`config.mk`:
```
export PLATFORM = sky130hd
export DESIGN_NAME = mux41_rr_ctrl
export DESIGN_NICKNAME = d
export VERILOG_FILES = /design/src/rtl/mux_pkg.sv /design/src/rtl/rr_pick4.sv /design/src/rtl/mux41_rr_ctrl.sv
export SDC_FILE = /design/constraint.sdc
export NUM_CORES = 1
export LEC_CHECK = 0
export ABC_AREA = 1
export ABC_CLOCK_PERIOD_IN_PS = 3600
export CAP_MARGIN = 25
export CORE_MARGIN = 1.5
export CORE_UTILIZATION = 49
export CTS_CLUSTER_DIAMETER = 200
export DETAILED_ROUTE_END_ITERATION = 16
export GPL_TIMING_DRIVEN = 0
export MAX_ROUTING_LAYER = met4
export PLACE_DENSITY = 0.93
export SYNTH_ARGS = -nofsm -noshare
export SYNTH_HDL_FRONTEND = slang
export SYNTH_HIERARCHICAL = 1
export SYNTH_SLANG_ARGS = --single-unit
```
`constraint.sdc`:
```
create_clock -name clk -period 3.6 [get_ports clk]
set_clock_uncertainty 0.2 [all_clocks]
set_input_delay 0.54 -clock clk [delete_from_list [all_inputs] [get_ports clk]]
set_output_delay 0.54 -clock clk [all_outputs]
set_load 0.05 [all_outputs]
```
`src/rtl/mux_pkg.sv`:
```
// Shared types and the round-robin pick function for the mux41 control path.
package mux_pkg;

  localparam int N_SRC = 4;

  typedef logic [1:0] sel_t;
  typedef logic [N_SRC-1:0] req_t;

  // First index at or after ptr (mod 4) with req set; ptr if none.
  // The loop runs backwards so the earliest index in search order wins.
  function automatic sel_t rr_pick(req_t req, sel_t ptr);
    sel_t idx;
    rr_pick = ptr;
    for (int k = N_SRC - 1; k >= 0; k--) begin
      idx = ptr + sel_t'(k);
      if (req[idx]) rr_pick = idx;
    end
  endfunction

endpackage

```
`src/rtl/rr_pick4.sv`:
```
// Combinational 4-way priority rotate: chosen requester and any-request flag.
module rr_pick4
  import mux_pkg::*;
(
  input  logic [3:0] req,
  input  logic [1:0] ptr,
  output logic [1:0] chosen,
  output logic       any_req
);

  always_comb begin
    chosen  = rr_pick(req, ptr);
    any_req = |req;
  end

endmodule

```
`src/rtl/mux41_rr_ctrl.sv`:
```
// Round-robin select driver for the 4:1 mux with a single-entry valid/ready capture stage.
module mux41_rr_ctrl
  import mux_pkg::*;
#(
  parameter int unsigned WIDTH = 4,
  parameter int unsigned CNT_W = 8
) (
  input  logic             clk,
  input  logic             rst_n,
  input  logic [3:0]       req,
  output logic [3:0]       grant,
  output logic [1:0]       select,
  input  logic [WIDTH-1:0] mux_out,
  output logic [WIDTH-1:0] dout,
  output logic             dout_valid,
  input  logic             dout_ready,
  output logic [CNT_W-1:0] xfer_cnt
);

  sel_t             ptr_q;
  logic [WIDTH-1:0] dout_q;
  logic             valid_q;
  logic [CNT_W-1:0] cnt_q;

  sel_t chosen;
  logic any_req;
  logic space;
  logic load;

  rr_pick4 u_pick (
    .req     (req),
    .ptr     (ptr_q),
    .chosen  (chosen),
    .any_req (any_req)
  );

  // A full stage being drained this edge can accept a new capture at once.
  always_comb begin
    space  = !valid_q || dout_ready;
    load   = space && any_req && rst_n;
    select = 2'b00;
    if (rst_n) select = any_req ? chosen : ptr_q;
    grant  = load ? (req_t'(1) << chosen) : '0;
  end

  always_ff @(posedge clk) begin
    if (!rst_n) begin
      ptr_q   <= '0;
      dout_q  <= '0;
      valid_q <= 1'b0;
      cnt_q   <= '0;
    end else if (load) begin
      dout_q  <= mux_out;
      valid_q <= 1'b1;
      ptr_q   <= chosen + 2'd1;
      cnt_q   <= cnt_q + CNT_W'(1);
    end else if (valid_q && dout_ready) begin
      valid_q <= 1'b0;
    end
  end

  assign dout       = dout_q;
  assign dout_valid = valid_q;
  assign xfer_cnt   = cnt_q;

endmodule

```
==> flow_summary.yaml <==
# physical design summary
synth:
  edf_count: 0
  async_reset_ff_share_pct: 0
  yosysMostFrequentCell: "nand2_1"
  yosysCellCount: 159
  ys_seq_share_pct: 29.6
  ys.flop_type: "dfxtp_1"
  ys_ff: 15
  synth.distinct_cells: 19
  synth_area_per_cell_um2: 6.37
  synth_chip_area_um2: 1010
  ys_top_cells_by_count: "nand2_1, inv_1, dfxtp_1, nand3_1, nor2_1"
power_and_ir_drop:
  pg_comb_mw: 0.365
  seqPwrFrac_pct: 30.4
  p_sw_share_pct: 48.3
  ir_worst_vdd_mv: 0.310
  combPwrFrac_pct: 55.2
clock_network:
  clockBufferDepth: 2
  numCtsBuffers: 3
grt:
  grt_pass1_vias: 1126
  grtUsageTotal_pct: 22.6
final_timing:
  hold_violations: 0
  worstMarginPinSlew_ps: 501
  drv_slew: 0
  setup_violations: 0
placed_design:
  post_dp_cell_area_um2: 1340
  numPortBuffers: 29
  hpwl_um: 1890
layout:
  fin_cells: 219
  postLayoutCoreUtil_pct: 69.3
  logic_area_um2: 571
  clkbuf_count: 3
  clkCellAreaFrac_pct: 2.03
  synthToLayoutAreaGrowth_pct: 34.1
status:
  status: "complete, no violations"
critical_path:
  crit_buf_inv: 4
  r2r_cells: 13
  worstSetupPathType: "in -> out"
  crit_family: "buffers and inverters"
  cp.required_ps: 2860
die:
  pin_count: 30
  die.size.y_um: 48.5
  fp_util_pct: 51.7
run:
  tool_warnings: 29
==> worst register-to-register path, stage by stage (launching register included) <==
cell and delay [ps]:
dfxtp_1 370, buf_6 150, nand2_1 60, o21ai_1 120, nand2_1 110, nand2_1 80, nand2_1 50, nand2_1 70
nand3_1 80, nand2_1 170, inv_1 100, ha_1 300, nand2_1 60, o21ai_0 60
==> routing by layer <==
| layer | up-vias | routed length, um | global-route usage, % |
|---|---|---|---|
| met2 | 47 | 1280 | 45.1 |
| li1 | 563 | - | - |
| met1 | 498 | 927 | 20.8 |
| met3 | 14 | 103 | 1.54 |
| met4 | 0 | 74 | 12.9 |
| met5 | - | 0 | - |
==> registers in the layout, summed over array words and instances (netlist names) <==
name and cells:
xfer_cnt 8, dout 4, ptr_q 2, dout_valid 1
==> repair_timing <==
action,in CTS,in global routing
gates cloned,0,0
gates resized,3,6
hold endpoints to repair,0,0
endpoints found under the setup margin,3,4
pin swaps,0,0
==> worst max-delay path by stage <==
stage               depth (start not counted)  startpoint  slack, ps   endpoint
global route                               13      req[1]         80   grant[1]
floorplan                                  14      req[1]        810   grant[2]
detailed placement                         15      req[1]       -120   grant[2]
global placement                           15      req[1]          7   grant[2]
CTS                                        13      req[1]          4   grant[3]
finish                                     11      req[1]        200  select[1]
==> cell families (layout without fill, tap and decap cells) <==
logic type / Yosys count / count (layout) / share of synthesized area [%]
and+or+nand+nor: 96 / 96 / 41.4
buffers and inverters: 28 / 61 / 14.1
AOI/OAI and AO/OA: 15 / 15 / 8.77
DFF: 15 / 15 / 29.6
adders and majority gates: 5 / 5 / 6.17
==> through the flow <==
stage | setup WS [ps] | setup TNS [ps]
floorplan | 807 | 0
global placement | 6.68 | 0
detailed placement | -123 | -226
CTS | 4.11 | 0
global route | 76.3 | 0
finish | 198 | 0
==> images/met1.png <==
Bar = 10 um.
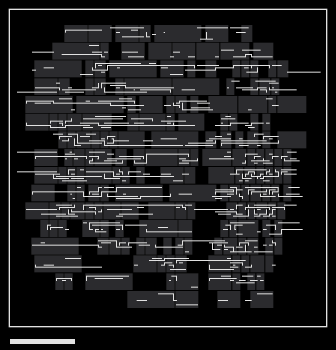
main direction	horizontal
nets with wire on the layer	185
wire length on this layer	927 um
longest straight run	15.2 um
Routed WL: 2390 um
routed vias: 1122

==> images/met2.png <==
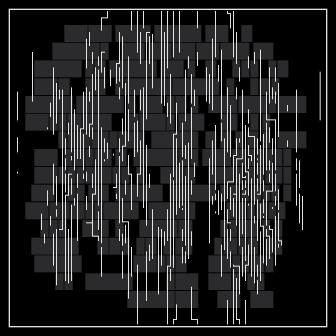
share of all routed wire	54%
nets with wire on the layer	174
longest straight run	21.4 um
wire length on this layer	1280 um
met2 usage: 45.1%

==> images/met3.png <==
Bar = 10 um.
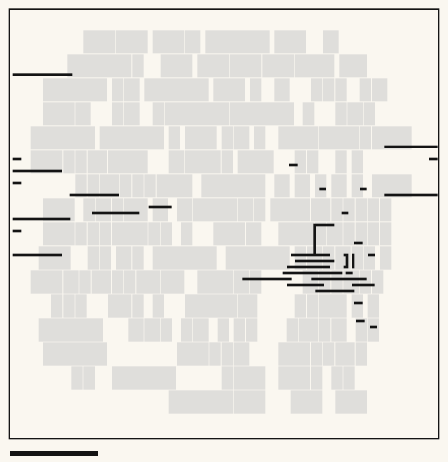
wire length on this layer	104 um
main direction	horizontal
nets with wire on the layer	26
longest straight run	6.40 um
share of all routed wire	4.4%

